--- src/rtl/serial_full_subtractor.sv ---
// rtl/serial_full_subtractor.sv - bit-serial a - b - bin, LSB first, behind a start/busy/done handshake
// Optional macro SERIAL_SUB_OVERFLOW_EN adds the signed-overflow output ovf.
module serial_full_subtractor #(
    parameter int WIDTH = 8
) (
    input  logic             clk,
    input  logic             rst_n,
    input  logic             start,
    input  logic [WIDTH-1:0] a,
    input  logic [WIDTH-1:0] b,
    input  logic             bin,
    output logic             busy,
    output logic             done,
    output logic [WIDTH-1:0] diff,
`ifdef SERIAL_SUB_OVERFLOW_EN
    output logic             ovf,
`endif
    output logic             bout
);

    localparam int CW = $clog2(WIDTH + 1);

    typedef enum logic [1:0] {
        S_IDLE,
        S_SHIFT,
        S_DONE
    } state_t;

    state_t           r_state;
    state_t           w_next;
    logic [WIDTH-1:0] r_a_sr;
    logic [WIDTH-1:0] r_b_sr;
    logic [WIDTH-1:0] r_d_sr;
    logic [WIDTH-1:0] r_diff;
    logic             r_br;
    logic             r_bout;
    logic [CW-1:0]    r_cnt;

    logic w_ai;
    logic w_bi;
    logic w_d;
    logic w_br_next;
    logic w_accept;
    logic w_shift;
    logic w_last;

    assign w_ai      = r_a_sr[0];
    assign w_bi      = r_b_sr[0];
    assign w_d       = w_ai ^ w_bi ^ r_br;
    assign w_br_next = (~w_ai & w_bi) | (~(w_ai ^ w_bi) & r_br);

    // Counter runs 0..WIDTH: WIDTH bit cycles, then one cycle that publishes the result.
    assign w_accept = start && (r_state != S_SHIFT);
    assign w_shift  = (r_state == S_SHIFT) && (r_cnt != CW'(WIDTH));
    assign w_last   = (r_state == S_SHIFT) && (r_cnt == CW'(WIDTH));

    always_ff @(posedge clk) begin
        if (!rst_n) begin
            r_state <= S_IDLE;
        end else begin
            r_state <= w_next;
        end
    end

    always_comb begin
        w_next = r_state;
        case (r_state)
            S_IDLE:  if (start) w_next = S_SHIFT;
            S_SHIFT: if (w_last) w_next = S_DONE;
            S_DONE:  w_next = start ? S_SHIFT : S_IDLE;
            default: w_next = S_IDLE;
        endcase
    end

    always_ff @(posedge clk) begin
        if (!rst_n) begin
            r_a_sr <= '0;
            r_b_sr <= '0;
            r_d_sr <= '0;
            r_diff <= '0;
            r_br   <= 1'b0;
            r_bout <= 1'b0;
            r_cnt  <= '0;
        end else if (w_accept) begin
            r_a_sr <= a;
            r_b_sr <= b;
            r_br   <= bin;
            r_cnt  <= '0;
        end else if (w_shift) begin
            r_a_sr <= {1'b0, r_a_sr[WIDTH-1:1]};
            r_b_sr <= {1'b0, r_b_sr[WIDTH-1:1]};
            r_d_sr <= {w_d, r_d_sr[WIDTH-1:1]};
            r_br   <= w_br_next;
            r_cnt  <= r_cnt + CW'(1);
        end else if (w_last) begin
            r_diff <= r_d_sr;
            r_bout <= r_br;
        end
    end

`ifdef SERIAL_SUB_OVERFLOW_EN
    logic r_msb_br;
    logic r_ovf;

    // Borrow entering the MSB stage is captured on the last bit cycle.
    always_ff @(posedge clk) begin
        if (!rst_n) begin
            r_msb_br <= 1'b0;
            r_ovf    <= 1'b0;
        end else if (w_shift && (r_cnt == CW'(WIDTH - 1))) begin
            r_msb_br <= r_br;
        end else if (w_last) begin
            r_ovf <= r_msb_br ^ r_br;
        end
    end

    assign ovf = r_ovf;
`endif

    assign busy = (r_state == S_SHIFT);
    assign done = (r_state == S_DONE);
    assign diff = r_diff;
    assign bout = r_bout;

endmodule

--- config.mk ---
export PLATFORM = sky130hd
export DESIGN_NAME = serial_full_subtractor
export DESIGN_NICKNAME = d
export VERILOG_FILES = /design/src/rtl/serial_full_subtractor.sv
export SDC_FILE = /design/constraint.sdc
export NUM_CORES = 1
export LEC_CHECK = 0
export ABC_AREA = 1
export ABC_CLOCK_PERIOD_IN_PS = 4000
export CORE_MARGIN = 3
export CORE_UTILIZATION = 35
export CTS_CLUSTER_SIZE = 10
export DETAILED_ROUTE_END_ITERATION = 10
export PLACE_DENSITY = 0.58
export REMOVE_ABC_BUFFERS = 1
export SLEW_MARGIN = 20
export SYNTH_ARGS = -nofsm -noshare
export SYNTH_HDL_FRONTEND = slang
export SYNTH_SLANG_ARGS = --single-unit
--- constraint.sdc ---
create_clock -name clk -period 4 [get_ports clk]
set_input_delay 1 -clock clk [delete_from_list [all_inputs] [get_ports clk]]
set_output_delay 1 -clock clk [all_outputs]
set_load 0.05 [all_outputs]
Fig. 1: supply network
The bar under the picture is 20 um long. Pins as bars on the die edge. Tap cells in grey.
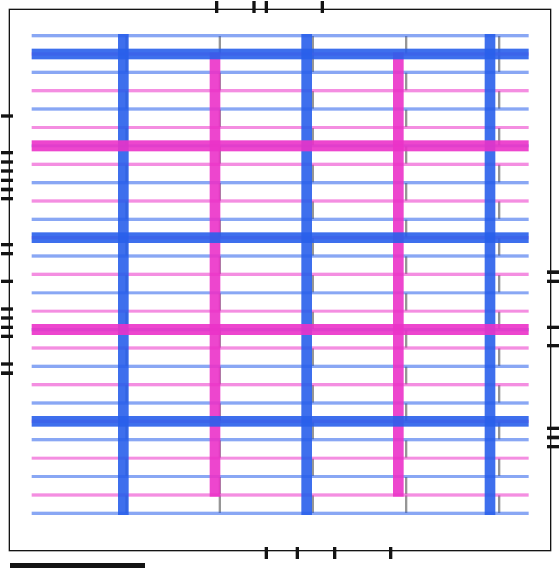
VDD: marked magenta. VSS: marked blue.
5 straps on met4. 31 signal pins sit on the boundary. 27 met1 rails follow the rows. The core has 26 rows.

Fig. 2: placed cells, one colour a class
Fill, decap, tap and diode cells in grey.
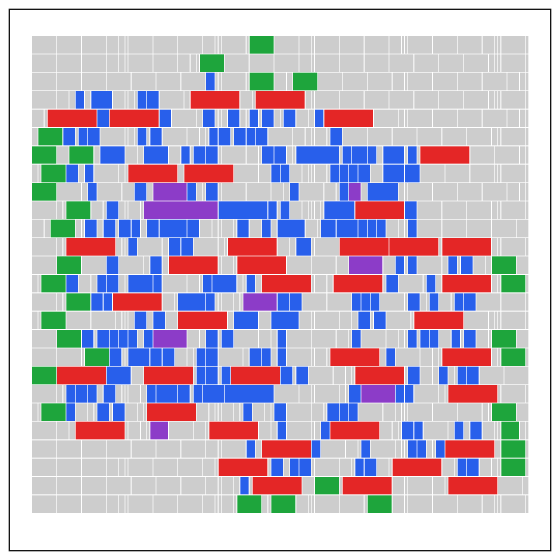
other buffers and delay cells: marked green, cells 31. clock drivers and dummy loads: marked purple, cells 8. all other logic: marked blue, cells 191. flip-flops: marked red, cells 40.

Fig. 3: signal metal coverage by tile
16 x 16 tiles, from dark blue (low) to red (high), scaled to the fullest tile. Values are wire area over tile area, all layers added.
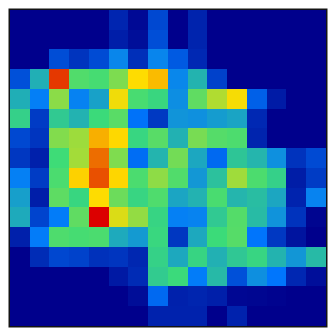
The emptiest ninth of the die: upper right. The fullest tile reaches 0.38. 19% of the tiles are over half the peak.

==> flow_summary.toml <==
# generated from flow reports
[setup_path]
crit_required_ps = 3000
path_class = "register to output port"
path_buffers = 2
r2r-start = "r_cnt[0]"
r2r_setup_slack_ps = 2180
critPathMaxFanout = 17
startpoint = "r_state[0]"
crit_end = "busy"
worstSetupPathDepth = 3
cpPeakStageDelay_ps = 870
start_kind = "register"

[grt]
use_met1 = 0.160
track_usage = 0.123
grtUsageMet2 = 0.192
grt_max_degree = 32
antenna_found_initial = 0

[placement]
dp_slack_ps = 1380
io_buffers = 30
dpl-instance-area_um2 = 2180

[power_and_ir_drop]
ir_drop_mv = 0.236
power.switching_mw = 0.227
pwr_density_cell_nw_per_um2 = 382
p_int_mw = 0.651
power_frac_clock = 0.375

[die]
pin_count = 31
fp-utilization = 0.368
die_h_um = 80.0
rows = 26

[timing]
finalSetupTns_ps = 0
fmax_mhz = 340
slew_headroom = 0.546
worst_pin_slew_ps = 678

[yosys]
top_cells_by_area = "dfxtp_1 42%, nand3_1 11%, nor2_1 7.1%, nand2_1 5.1%, o21ai_0 4.4%"
syn_area_um2 = 1910
ys_seq_elements = 40
synth_cell_types = 27
ys_seq_frac = 0.418
yosys.area_share.simple = 0.319
adder_share = 0.0235

[flow_run]
warning_count = 26

[routing]
drt_drc_violations_left = 0
first_pass_iters = 4
avgViaCountPerCell = 4.71
drt_first_iter_violations = 63
wl_per_cell_um = 11.0
route.antenna.remaining_nets = 0
vias = 1600
wirelength_met1_mm = 1.90

[status]
status = "complete, no violations"

[clock_network]
htree_levels = 2
cts_inserted_buffers = 5
hold_buffers = 0
cts.sinks = 40
clock_path_buffers = 2

[layout]
drive_gt1_frac = 0.130

[min_path]
min_path_type = "register to register"
holdPathEnd = "r_d_sr[0]"
power groups by stage:
stage | combinational, mW | sequential [mW] | clock [mW]
after floorplan | 0.0741 | 0.440 | 0
after global placement | 0.116 | 0.443 | 0
after global routing | 0.129 | 0.437 | 0.353
final | 0.115 | 0.433 | 0.330
after detailed placement | 0.116 | 0.443 | 0
after CTS | 0.116 | 0.433 | 0.341
worst min-delay path, stage by stage (launching register included):
cell     delay, ps
dfxtp_1        320
nor2_1          90
nor2_1          50
layout make-up:
class	instances	area [um2]	share of cell area
clock buffers	5	68.8	0.0300
multi-input cells	163	882	0.384
inverters	28	106	0.0463
well taps	70	87.6	0.0381
clock inverters	3	42.5	0.0185
flip-flops and latches	40	801	0.349
repair buffers	31	308	0.134
cells in the final DEF (no fill, tap or decap), types with 4 or more instances in the layout:
cell type | Yosys | layout
nand3_1 | 42 | 42
dfxtp_1 | 40 | 40
nor2_1 | 36 | 36
clkdlybuf4s50_1 | 0 | 30
nand2_1 | 26 | 26
inv_1 | 22 | 22
o21ai_0 | 17 | 17
a21oi_1 | 16 | 16
nand3_2 | 6 | 6
a21oi_2 | 6 | 6
clkbuf_8 | 0 | 5
inv_2 | 4 | 4
Yosys cell counts, drive strengths merged:
| master | n |
|---|---|
| nand3 | 49 |
| nand2 | 32 |
| buf | 12 |
| a21oi | 22 |
| o21ai | 17 |
| ha | 2 |
| clkbuf | 1 |
| nand4 | 1 |
| dfxtp | 40 |
| inv | 26 |
| xor2 | 1 |
| nor2 | 38 |
| fa | 1 |
| clkinv | 2 |
state kept, by name, summed over array words and instances (netlist names):
| name | flops |
|---|---|
| r_cnt | 4 |
| r_d_sr | 8 |
| diff | 8 |
| r_state | 2 |
| r_b_sr | 8 |
| r_a_sr | 8 |
| r_br | 1 |
| bout | 1 |
Power figures rest on the tool's default switching activity, not on a simulated workload.
